===== src/rtl/agc_overload_detector.sv =====
// agc_overload_detector
//   Measures |amplified_signal| over fixed windows of valid samples and produces
//   the registered overload decision consumed by the AGC gain-stepping loop.
//   After reset or a gain_change pulse the block blanks for SETTLE_CYCLES cycles
//   while the VGA chain settles, then measures back-to-back windows.
//
// Optional build macro: OVLD_HYST_EN
//   When defined, an asserted overload is only released once the window peak
//   drops below (threshold - HYST), saturating at 0.
//
// Ports:
//   clk              in   single clock
//   RESETn           in   asynchronous active-low reset
//   amplified_signal in   16-bit signed sample
//   sample_valid     in   sample accepted on this edge
//   threshold        in   16-bit unsigned magnitude threshold (quasi-static)
//   gain_change      in   one-cycle pulse when the VGA gain was updated
//   overload         out  registered overload decision, held between decisions
//   window_done      out  one-cycle pulse when a decision is written
//   peak_out         out  peak magnitude of the last completed window
module agc_overload_detector #(
  parameter int unsigned WINDOW_LEN    = 16,
  parameter int unsigned HIT_MIN       = 2,
  parameter int unsigned SETTLE_CYCLES = 8,
  parameter int unsigned HYST          = 256
) (
  input  logic        clk,
  input  logic        RESETn,
  input  logic [15:0] amplified_signal,
  input  logic        sample_valid,
  input  logic [15:0] threshold,
  input  logic        gain_change,
  output logic        overload,
  output logic        window_done,
  output logic [15:0] peak_out
);

  localparam int unsigned    CntW    = $clog2(WINDOW_LEN + 1);
  localparam logic [CntW-1:0] WinC    = CntW'(WINDOW_LEN);
  localparam logic [CntW-1:0] HitMinC = CntW'(HIT_MIN);
  localparam logic [CntW-1:0] OneC    = CntW'(1);
  localparam logic [7:0]      SettleC = 8'(SETTLE_CYCLES);
  localparam logic [15:0]     HystC   = 16'(HYST);
`ifdef OVLD_HYST_EN
  localparam logic            HystEn  = 1'b1;
`else
  localparam logic            HystEn  = 1'b0;
`endif

  typedef enum logic [1:0] {StSettle, StMeasure, StReport} state_t;

  state_t            r_state, w_state_nxt;
  logic [7:0]        r_settle_cnt, w_settle_nxt;
  logic [CntW-1:0]   r_sample_cnt, w_sample_nxt;
  logic [CntW-1:0]   r_hit_cnt, w_hit_nxt;
  logic [15:0]       r_peak, w_peak_nxt;
  logic [15:0]       r_mag;
  logic              r_mag_vld;
  logic              r_overload, w_overload_nxt;
  logic              r_window_done, w_window_done_nxt;
  logic [15:0]       r_peak_out, w_peak_out_nxt;

  logic [15:0]       w_mag;
  logic              w_hit;
  logic [15:0]       w_rel_thr;
  logic              w_decision;
  logic [CntW-1:0]   w_sample_inc;

  // -32768 has no positive counterpart; clamp it to the largest magnitude.
  always_comb begin
    if (!amplified_signal[15]) begin
      w_mag = amplified_signal;
    end else if (amplified_signal == 16'h8000) begin
      w_mag = 16'h7fff;
    end else begin
      w_mag = 16'(-amplified_signal);
    end
  end

  assign w_hit        = (r_mag >= threshold);
  assign w_rel_thr    = (threshold > HystC) ? (threshold - HystC) : 16'h0000;
  assign w_sample_inc = r_sample_cnt + OneC;

  // Hold an asserted overload while the peak has not fallen below the release level.
  assign w_decision = (r_hit_cnt >= HitMinC) ||
                      (HystEn && r_overload && (r_peak >= w_rel_thr));

  always_comb begin
    w_state_nxt       = r_state;
    w_settle_nxt      = r_settle_cnt;
    w_sample_nxt      = r_sample_cnt;
    w_hit_nxt         = r_hit_cnt;
    w_peak_nxt        = r_peak;
    w_overload_nxt    = r_overload;
    w_peak_out_nxt    = r_peak_out;
    w_window_done_nxt = 1'b0;

    if (gain_change) begin
      w_state_nxt  = StSettle;
      w_settle_nxt = SettleC;
      w_sample_nxt = '0;
      w_hit_nxt    = '0;
      w_peak_nxt   = '0;
    end else begin
      unique case (r_state)
        StSettle: begin
          if (r_settle_cnt == 8'd0) begin
            w_state_nxt = StMeasure;
          end else begin
            w_settle_nxt = r_settle_cnt - 8'd1;
          end
        end
        StMeasure: begin
          if (r_mag_vld) begin
            w_sample_nxt = w_sample_inc;
            if (r_mag > r_peak) w_peak_nxt = r_mag;
            if (w_hit && (r_hit_cnt != WinC)) w_hit_nxt = r_hit_cnt + OneC;
            if (w_sample_inc == WinC) w_state_nxt = StReport;
          end
        end
        StReport: begin
          w_overload_nxt    = w_decision;
          w_peak_out_nxt    = r_peak;
          w_window_done_nxt = 1'b1;
          // A sample arriving now opens the next window rather than being lost.
          w_sample_nxt      = r_mag_vld ? OneC : '0;
          w_hit_nxt         = (r_mag_vld && w_hit) ? OneC : '0;
          w_peak_nxt        = r_mag_vld ? r_mag : 16'h0000;
          w_state_nxt       = StMeasure;
        end
        default: begin
          w_state_nxt  = StSettle;
          w_settle_nxt = SettleC;
        end
      endcase
    end
  end

  always_ff @(posedge clk or negedge RESETn) begin
    if (!RESETn) begin
      r_state       <= StSettle;
      r_settle_cnt  <= SettleC;
      r_sample_cnt  <= '0;
      r_hit_cnt     <= '0;
      r_peak        <= '0;
      r_mag         <= '0;
      r_mag_vld     <= 1'b0;
      r_overload    <= 1'b0;
      r_window_done <= 1'b0;
      r_peak_out    <= '0;
    end else begin
      r_state       <= w_state_nxt;
      r_settle_cnt  <= w_settle_nxt;
      r_sample_cnt  <= w_sample_nxt;
      r_hit_cnt     <= w_hit_nxt;
      r_peak        <= w_peak_nxt;
      r_mag         <= w_mag;
      // The in-flight magnitude is dropped when the gain changes.
      r_mag_vld     <= sample_valid && !gain_change;
      r_overload    <= w_overload_nxt;
      r_window_done <= w_window_done_nxt;
      r_peak_out    <= w_peak_out_nxt;
    end
  end

  assign overload    = r_overload;
  assign window_done = r_window_done;
  assign peak_out    = r_peak_out;

endmodule


===== config.mk =====
export PLATFORM = sky130hd
export DESIGN_NAME = agc_overload_detector
export DESIGN_NICKNAME = d
export VERILOG_FILES = /design/src/rtl/agc_overload_detector.sv
export SDC_FILE = /design/constraint.sdc
export NUM_CORES = 1
export LEC_CHECK = 0
export CORE_MARGIN = 2
export CORE_UTILIZATION = 30
export DETAILED_ROUTE_END_ITERATION = 12
export HOLD_SLACK_MARGIN = 0.02
export PLACE_DENSITY = 0.57
export RECOVER_POWER = 25
export SYNTH_ARGS = -nofsm -noshare
export SYNTH_HDL_FRONTEND = slang
export SYNTH_SLANG_ARGS = --single-unit

===== constraint.sdc =====
create_clock -name clk -period 4.8 [get_ports clk]
set_input_delay 1.2 -clock clk [delete_from_list [all_inputs] [get_ports clk]]
set_output_delay 1.2 -clock clk [all_outputs]
set_load 0.01 [all_outputs]

**Run 1: the clock network**

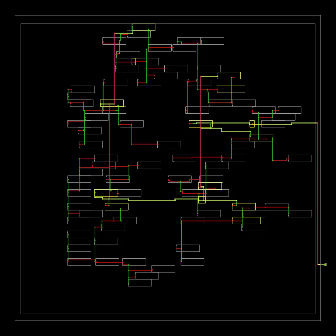
skew final: 0.00706 ns
registers: 71
P_clk: 0.683 mW
worst-skew pair later-pin latency: 0.34 ns

**Run 1: pin placement**

Pins as bars across the die edge, other pins in gray.
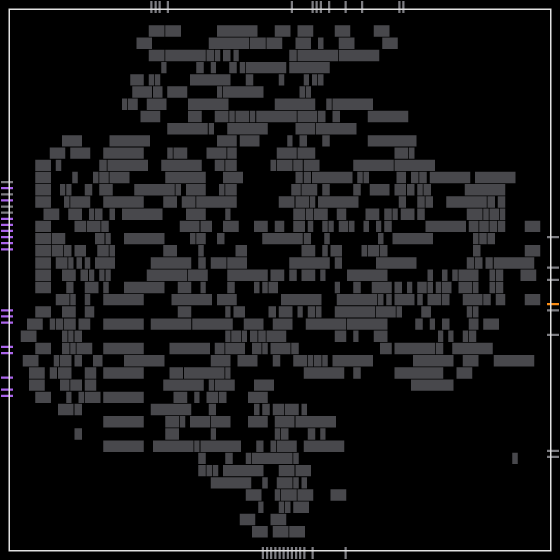
Key: orange = `sample_valid` [pins 1, direction input, edge right]; purple = `amplified_signal` [pins 16, direction input, edge left]

==> flow_summary.json, run 1 <==
{
  "p_per_area_mw_per_mm2": 353,
  "drc": 0,
  "die-area_mm2": 0.0145,
  "edf_count": 0,
  "failed_checks": "max-capacitance violations, max-slew violations",
  "min_period_ns": 3.35,
  "r2r_cells": 7,
  "hold_viol": 0,
  "maxSlewViolCount": 35,
  "syn_inst": 434,
  "grt_max_degree": 39,
  "numSynthFlops": 71,
  "tightestPinTransition_ns": 1.82,
  "status": "finished with violations",
  "period_used_share": 0.698,
  "hpwl_um": 7280,
  "n_antenna_cell": 0,
  "gp_congestion": 0.847,
  "syn-cell-area_mm2": 0.00406,
  "fp-utilization": 0.306,
  "syn_area_per_cell_um2": 9.35,
  "cts_setup_buffers": 0,
  "slew_headroom": -0.215,
  "warnings": 31,
  "lay_top_count": "dfrtp_1",
  "critical-path-top-delay-family": "AND-OR/OR-AND gates",
  "max_stage_delay_ns": 0.45,
  "worst-setup-path-type": "primary input to flop",
  "antenna_found_initial": 0,
  "antenna_left": 0,
  "rsz0062_at_grt": "false",
  "max_freq_ghz": 0.298,
  "r2r-start": "r_mag[15]",
  "layout_top_cells": "dfrtp_1, nand2_1, clkdlybuf4s50_1",
  "cts_tree": "built",
  "ys_seq_frac": 0.438,
  "hold_path.startpoint": "peak_out[10]",
  "p_total_mw": 1.79,
  "nets": 567,
  "top_area_frac": 0.432,
  "worstPathArrival_ns": 3.57,
  "reg2reg_setup_slack_ns": 2.21,
  "via_per_inst": 4.94,
  "synth_cell_types": 55,
  "ir_drop_mv": 0.167,
  "cap_violations": 1,
  "port_buffers": 53,
  "clkTransAtPathRegs_ns": 0.05,
  "worstSetupEndpointType": "flop",
  "yosysChipArea_mm2": 0.00406,
  "core-area_mm2": 0.0132,
  "cts_made_buffers": 9,
  "path_cells": "clkdlybuf4s50_1 -> inv_1 -> ha_1 -> nand2_1 -> or3_1 -> o221ai_1 -> a31oi_1 -> a31o_2 -> a221o_1",
  "min_to": "peak_out[10]",
  "area_leaders": "dfrtp_1, ha_1, nand2_1",
  "yosysWarnings": 0,
  "setup_tns_ns": 0,
  "die.size.y_um": 120,
  "grt_remaining_overflow": 0,
  "clock_sinks": 71,
  "clk_path_buf_depth": 2,
  "first_pass_iters": 4,
  "cts_root_buf": "clkbuf_16",
  "min_delay_path_depth": 2,
  "grt_pass1_vias": 3255,
  "required_ns": 5.01,
  "synthToLayoutAreaGrowth_pct": 24.7,
  "ys_cells": 434
}
**Run 1: wiring by layer**

Two of the layers only.
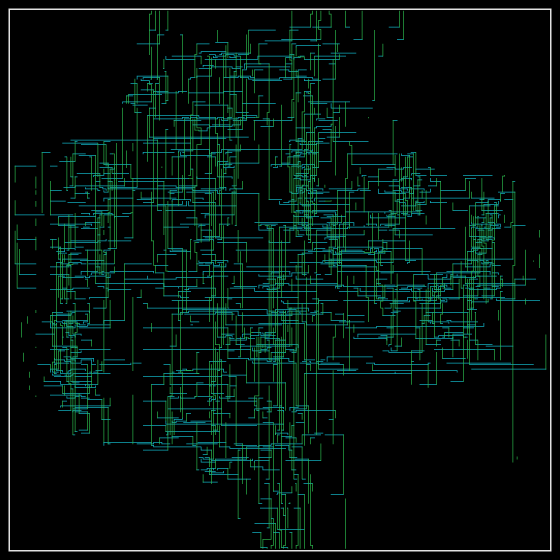
Key: green = M2 [wire length 4520 µm]; cyan = M1 [wire length 4170 µm]
wire per inst: 13.9 µm
Total GRT Usage: 0.135
via count: 3298
WL final: 9250 µm

run 1: sequential cells by signal (all words and copies together) (netlist names):
name and flops:
overload 1, r_sample_cnt 5, r_mag 16, r_mag_vld 1, r_peak 16, r_hit_cnt 5, r_settle_cnt 8, peak_out 16
r_state 2, window_done 1
run 1: worst reg2reg max path, delay by kind of cell, from the launching register on:
family / cells / cell delay [ns]
compound gates: 4 / 1.16
simple gates: 2 / 0.58
flops: 1 / 0.41
fa+ha+maj: 1 / 0.33
run 1: cell usage after synthesis (3+ instances only):
library cell,instances
dfrtp_1,70
nand2_1,56
inv_1,44
ha_1,42
a21oi_1,25
nor2_1,24
o21ai_0,17
a22o_1,16
o21ai_1,16
nor3_1,15
clkbuf_1,9
nand3_1,8
mux2i_1,6
a31oi_1,5
nand4_1,5
o31ai_1,5
xor2_1,5
a211oi_1,4
nor2b_1,4
o21a_1,4
or3_1,4
a221o_1,3
and3_1,3
inv_2,3
o211ai_1,3
run 1: cell families (layout without fill, tap and decap cells):
kind of cell	count (synthesis)	count (layout)	synth area share
multiplexers	6	6	0.0148
adder cells (fa/ha/maj)	42	42	0.130
XOR/XNOR	7	7	0.0151
flip-flops	71	71	0.438
AND-OR/OR-AND	119	119	0.196
buffers and inverters	58	116	0.0574
AND/OR/NAND/NOR	131	131	0.149
run 1: metal layers:
metal	GRT usage	vias to the layer above	wire [µm]
met5	0	-	0
met4	0.0647	0	252
met3	0.0311	15	306
met2	0.225	57	4520
met1	0.165	1575	4170
li1	-	1651	-
run 1: cell type report:
class	count	area, µm²	share of cell area
Clock inverter	4	72.6	0.0143
Sequential cell	71	1780	0.351
Inverter	47	176	0.0349
Clock buffer	10	229	0.0453
Multi-Input combinational cell	305	2050	0.404
Timing Repair Buffer	55	537	0.106
Tap cell	176	220	0.0435
run 1: power by group:
group          leakage [nW]  internal (mW)  switching [mW]
Combinational          1.17          0.166           0.217
Sequential            0.943          0.659          0.0616
Clock                 0.144          0.448           0.235
Total                  2.26           1.27           0.513
run 1: through the flow:
| stage | hold WS (ns) | cells | setup WS [ns] | instance area, µm² | utilization |
|---|---|---|---|---|---|
| after CTS | 0.482 | 668 | 1.45 | 5060 | 0.382 |
| after detailed placement | 0.472 | 654 | 1.09 | 4760 | 0.360 |
| after floorplan | 0.439 | 434 | 1.81 | 4060 | - |
| final | 0.481 | 668 | 1.45 | 5060 | 0.382 |
| after global placement | 0.467 | 654 | 1.14 | 4760 | 0.360 |
| after global routing | 0.506 | 668 | 1.04 | 5060 | 0.382 |
run 1: worst max-delay path by stage:
stage                            start  slack (ns)      endpoint  cells after the start
final                     threshold[5]        1.45  r_hit_cnt[3]                      9
after global routing            RESETn        1.04   window_done                      2
after CTS                 threshold[3]        1.45  r_hit_cnt[3]                      9
after detailed placement  threshold[3]        1.09  r_hit_cnt[3]                      9
after global placement    threshold[3]        1.14  r_hit_cnt[3]                      9
after floorplan           threshold[5]        1.81  r_hit_cnt[3]                      8
==> run 2: changes to the inputs <==
clock period = 3.5 ns   (was 4.8 ns; I/O delays follow)
**Run 2: pin placement**

Pins as bars across the die edge, other pins in gray.
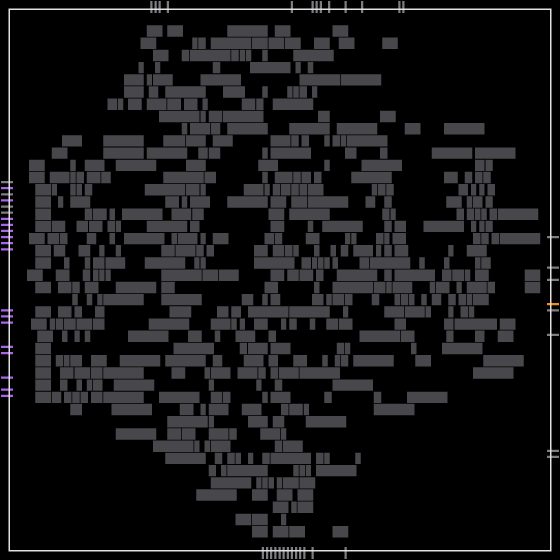
Key: orange = `sample_valid` [pins 1, direction input, edge right]; purple = `amplified_signal` [pins 16, direction input, edge left]
All pins by edge: 20 left, 13 top, 13 bottom, 8 right.
port bufs: 53
die height: 120 µm

**Run 2: wiring by layer**

Two of the layers only.
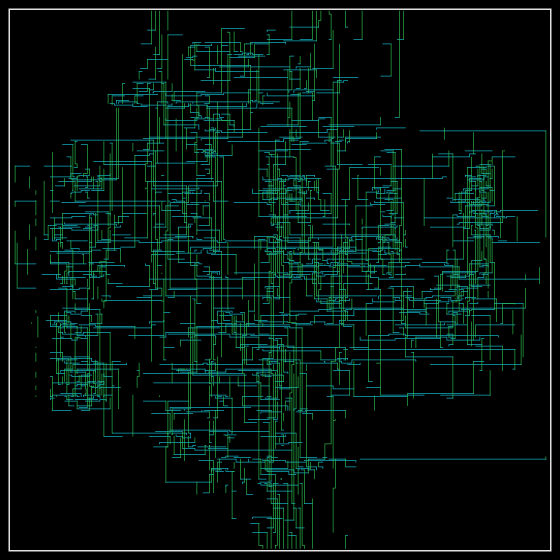
Key: green = M2 [wire length 4500 µm]; cyan = M1 [wire length 4410 µm]
Total GRT Usage: 0.137
wire per inst: 14.1 µm
WL final: 9490 µm

==> run 2 against run 1 <==
  * Worst setup slack lost 1.0 ns
  * Die area stayed put
  * Highest routed layer unchanged
  * Synthesized cell count did not move
  * Sequential power increased by 38%
  * Global-route usage up 0.17 points
  * Largest cell class unchanged
  * The flow now finishes without violations
  * Synthesized area unchanged
  * Clock power is 29% higher
  * Wire length up 2.5%
  * Cell count grew 0.75%
==> flow_summary.json, run 2 <==
{
  "status": "finished, final reports clean",
  "clkTransAtPathRegs_ns": 0.06,
  "cts_setup_buffers": 0,
  "lay_top_count": "dfrtp_1",
  "synth_cell_types": 55,
  "cts_made_buffers": 9,
  "critical-path-top-delay-family": "AND-OR/OR-AND gates",
  "mux_area_frac": 0.0148,
  "hold_path.startpoint": "peak_out[0]",
  "ys_seq_frac": 0.438,
  "grt_pass1_vias": 3348,
  "fp-utilization": 0.306,
  "max_freq_ghz": 0.327,
  "antenna_found_initial": 0,
  "p_sw_mw": 0.733,
  "drc": 0,
  "first_pass_iters": 4,
  "top_area_frac": 0.432,
  "post-place-ws_ns": 0.0895,
  "core-area_mm2": 0.0132,
  "pwr-share-clk": 0.367,
  "seq_power_share": 0.413,
  "tightestPinTransition_ns": 1.47,
  "n_antenna_cell": 0,
  "r2r-start": "r_mag[15]",
  "cts_tree": "built",
  "worstSkewPairLatency_ns": 0.33,
  "cap_violations": 0,
  "r2r_cells": 8,
  "intPower_mw": 1.67,
  "period_used_share": 0.874,
  "adder_share": 0.130,
  "ir_drop_mv": 0.231,
  "ys_cells": 434,
  "rsz0062_at_grt": "false",
  "swShare": 0.305,
  "slew_headroom": 0.0172,
  "min_to": "peak_out[0]",
  "hold_viol": 0,
  "antenna_left": 0,
  "via_per_inst": 4.99,
  "gp_congestion": 0.877,
  "syn-cell-area_mm2": 0.00406,
  "min_period_ns": 3.06,
  "clock_sinks": 71,
  "synthToLayoutAreaGrowth_pct": 25.1,
  "xor_area_frac": 0.0151,
  "ys_sh_simple": 0.149,
  "grt_max_degree": 60,
  "grt_remaining_overflow": 0,
  "edf_count": 0,
  "vias": 3356,
  "top_logic_kind": "AND-OR/OR-AND gates",
  "yosysChipArea_mm2": 0.00406,
  "die-area_mm2": 0.0145,
  "worstSetupEndpointType": "flop",
  "crit_slowest_cell": "clkdlybuf4s50_1",
  "compound_area_frac": 0.196,
  "setup_tns_ns": 0,
  "numSynthFlops": 71,
  "p_per_area_mw_per_mm2": 474,
  "synth_top_cell_by_count": "dfrtp_1",
  "cts_root_buf": "clkbuf_16",
  "fin_ws_ns": 0.442,
  "area_leaders": "dfrtp_1, ha_1, nand2_1",
  "syn_area_per_cell_um2": 9.35,
  "htree_levels": 3,
  "fin_skew_ns": 0.00310,
  "worst-setup-path-type": "primary input to flop",
  "hpwl_um": 7400,
  "reg2reg_setup_slack_ns": 0.86,
  "clk_path_buf_depth": 2,
  "path_cells": "clkdlybuf4s50_1 -> inv_1 -> ha_1 -> nor2_1 -> or3_1 -> o221ai_1 -> a31oi_1 -> a31o_2 -> a221o_1",
  "synthTopCellsByCount": "dfrtp_1, nand2_1, inv_1",
  "start_kind": "primary input",
  "layout_top_cells": "dfrtp_1, nand2_1, clkdlybuf4s50_1",
  "min_delay_path_depth": 2,
  "required_ns": 3.71,
  "syn-num-nets": 512,
  "max_stage_delay_ns": 0.46,
  "maxSlewViolCount": 0,
  "syn_inst": 434
}
run 2: area by class of cell:
cell class | count | area [µm²] | share of cell area
flip-flops and latches | 71 | 1780 | 0.350
clock buffers | 12 | 267 | 0.0525
well taps | 176 | 220 | 0.0434
multi-input cells | 305 | 2050 | 0.403
inverters | 47 | 176 | 0.0348
repair buffers | 58 | 559 | 0.110
clock inverters | 4 | 28.8 | 0.00567
run 2: worst max-delay path by stage:
stage                    to  slack [ns]    startpoint  depth (start not counted)
6_report       r_hit_cnt[4]        0.44  threshold[3]                          9
4_1_cts        r_hit_cnt[4]        0.43  threshold[3]                          9
2_1_floorplan  r_hit_cnt[3]        0.84  threshold[5]                          8
3_3_place_gp   r_hit_cnt[3]        0.13  threshold[3]                          9
5_1_grt        r_hit_cnt[4]        0.29  threshold[3]                          9
3_5_place_dp   r_hit_cnt[3]        0.09  threshold[3]                          9
run 2: stage by stage:
step	util	cells	hold slack [ns]	power, mW	cell area, µm²
after floorplan	-	434	0.439	1.35	4060
after global routing	0.383	673	0.503	2.55	5070
final	0.383	673	0.478	2.40	5070
after detailed placement	0.362	657	0.472	1.54	4800
after CTS	0.384	673	0.425	2.43	5090
after global placement	0.362	657	0.469	1.52	4800
run 2: kinds of logic (layout without fill, tap and decap cells):
group	after synthesis	in the layout
DFF	71	71
xor gates and xnor gates	7	7
muxes	6	6
adders and majority gates	42	42
buffers and inverters	58	121
and+or+nand+nor	131	131
AOI/OAI and AO/OA	119	119
run 2: tightest hold or removal path, delay by kind of cell, from the launching register on:
| family | cells | cell delay (ns) |
|---|---|---|
| flops | 1 | 0.34 |
| simple gates | 2 | 0.10 |
run 2: power by group through the flow:
stage	clock, mW	combinational, mW	sequential [mW]
after global routing	0.942	0.606	1.00
after floorplan	0	0.377	0.977
after detailed placement	0	0.532	1.00
after CTS	0.907	0.533	0.992
after global placement	0	0.516	1.00
final	0.883	0.528	0.994
run 2: routing by layer:
| metal | global-route usage | routed length, µm | up-vias |
|---|---|---|---|
| met5 | 0 | 0 | - |
| met3 | 0.0255 | 298 | 19 |
| met1 | 0.170 | 4410 | 1602 |
| met4 | 0.0676 | 280 | 0 |
| met2 | 0.228 | 4500 | 70 |
| li1 | - | - | 1665 |
No activity file was given, so power comes from the tool's default toggle rates.
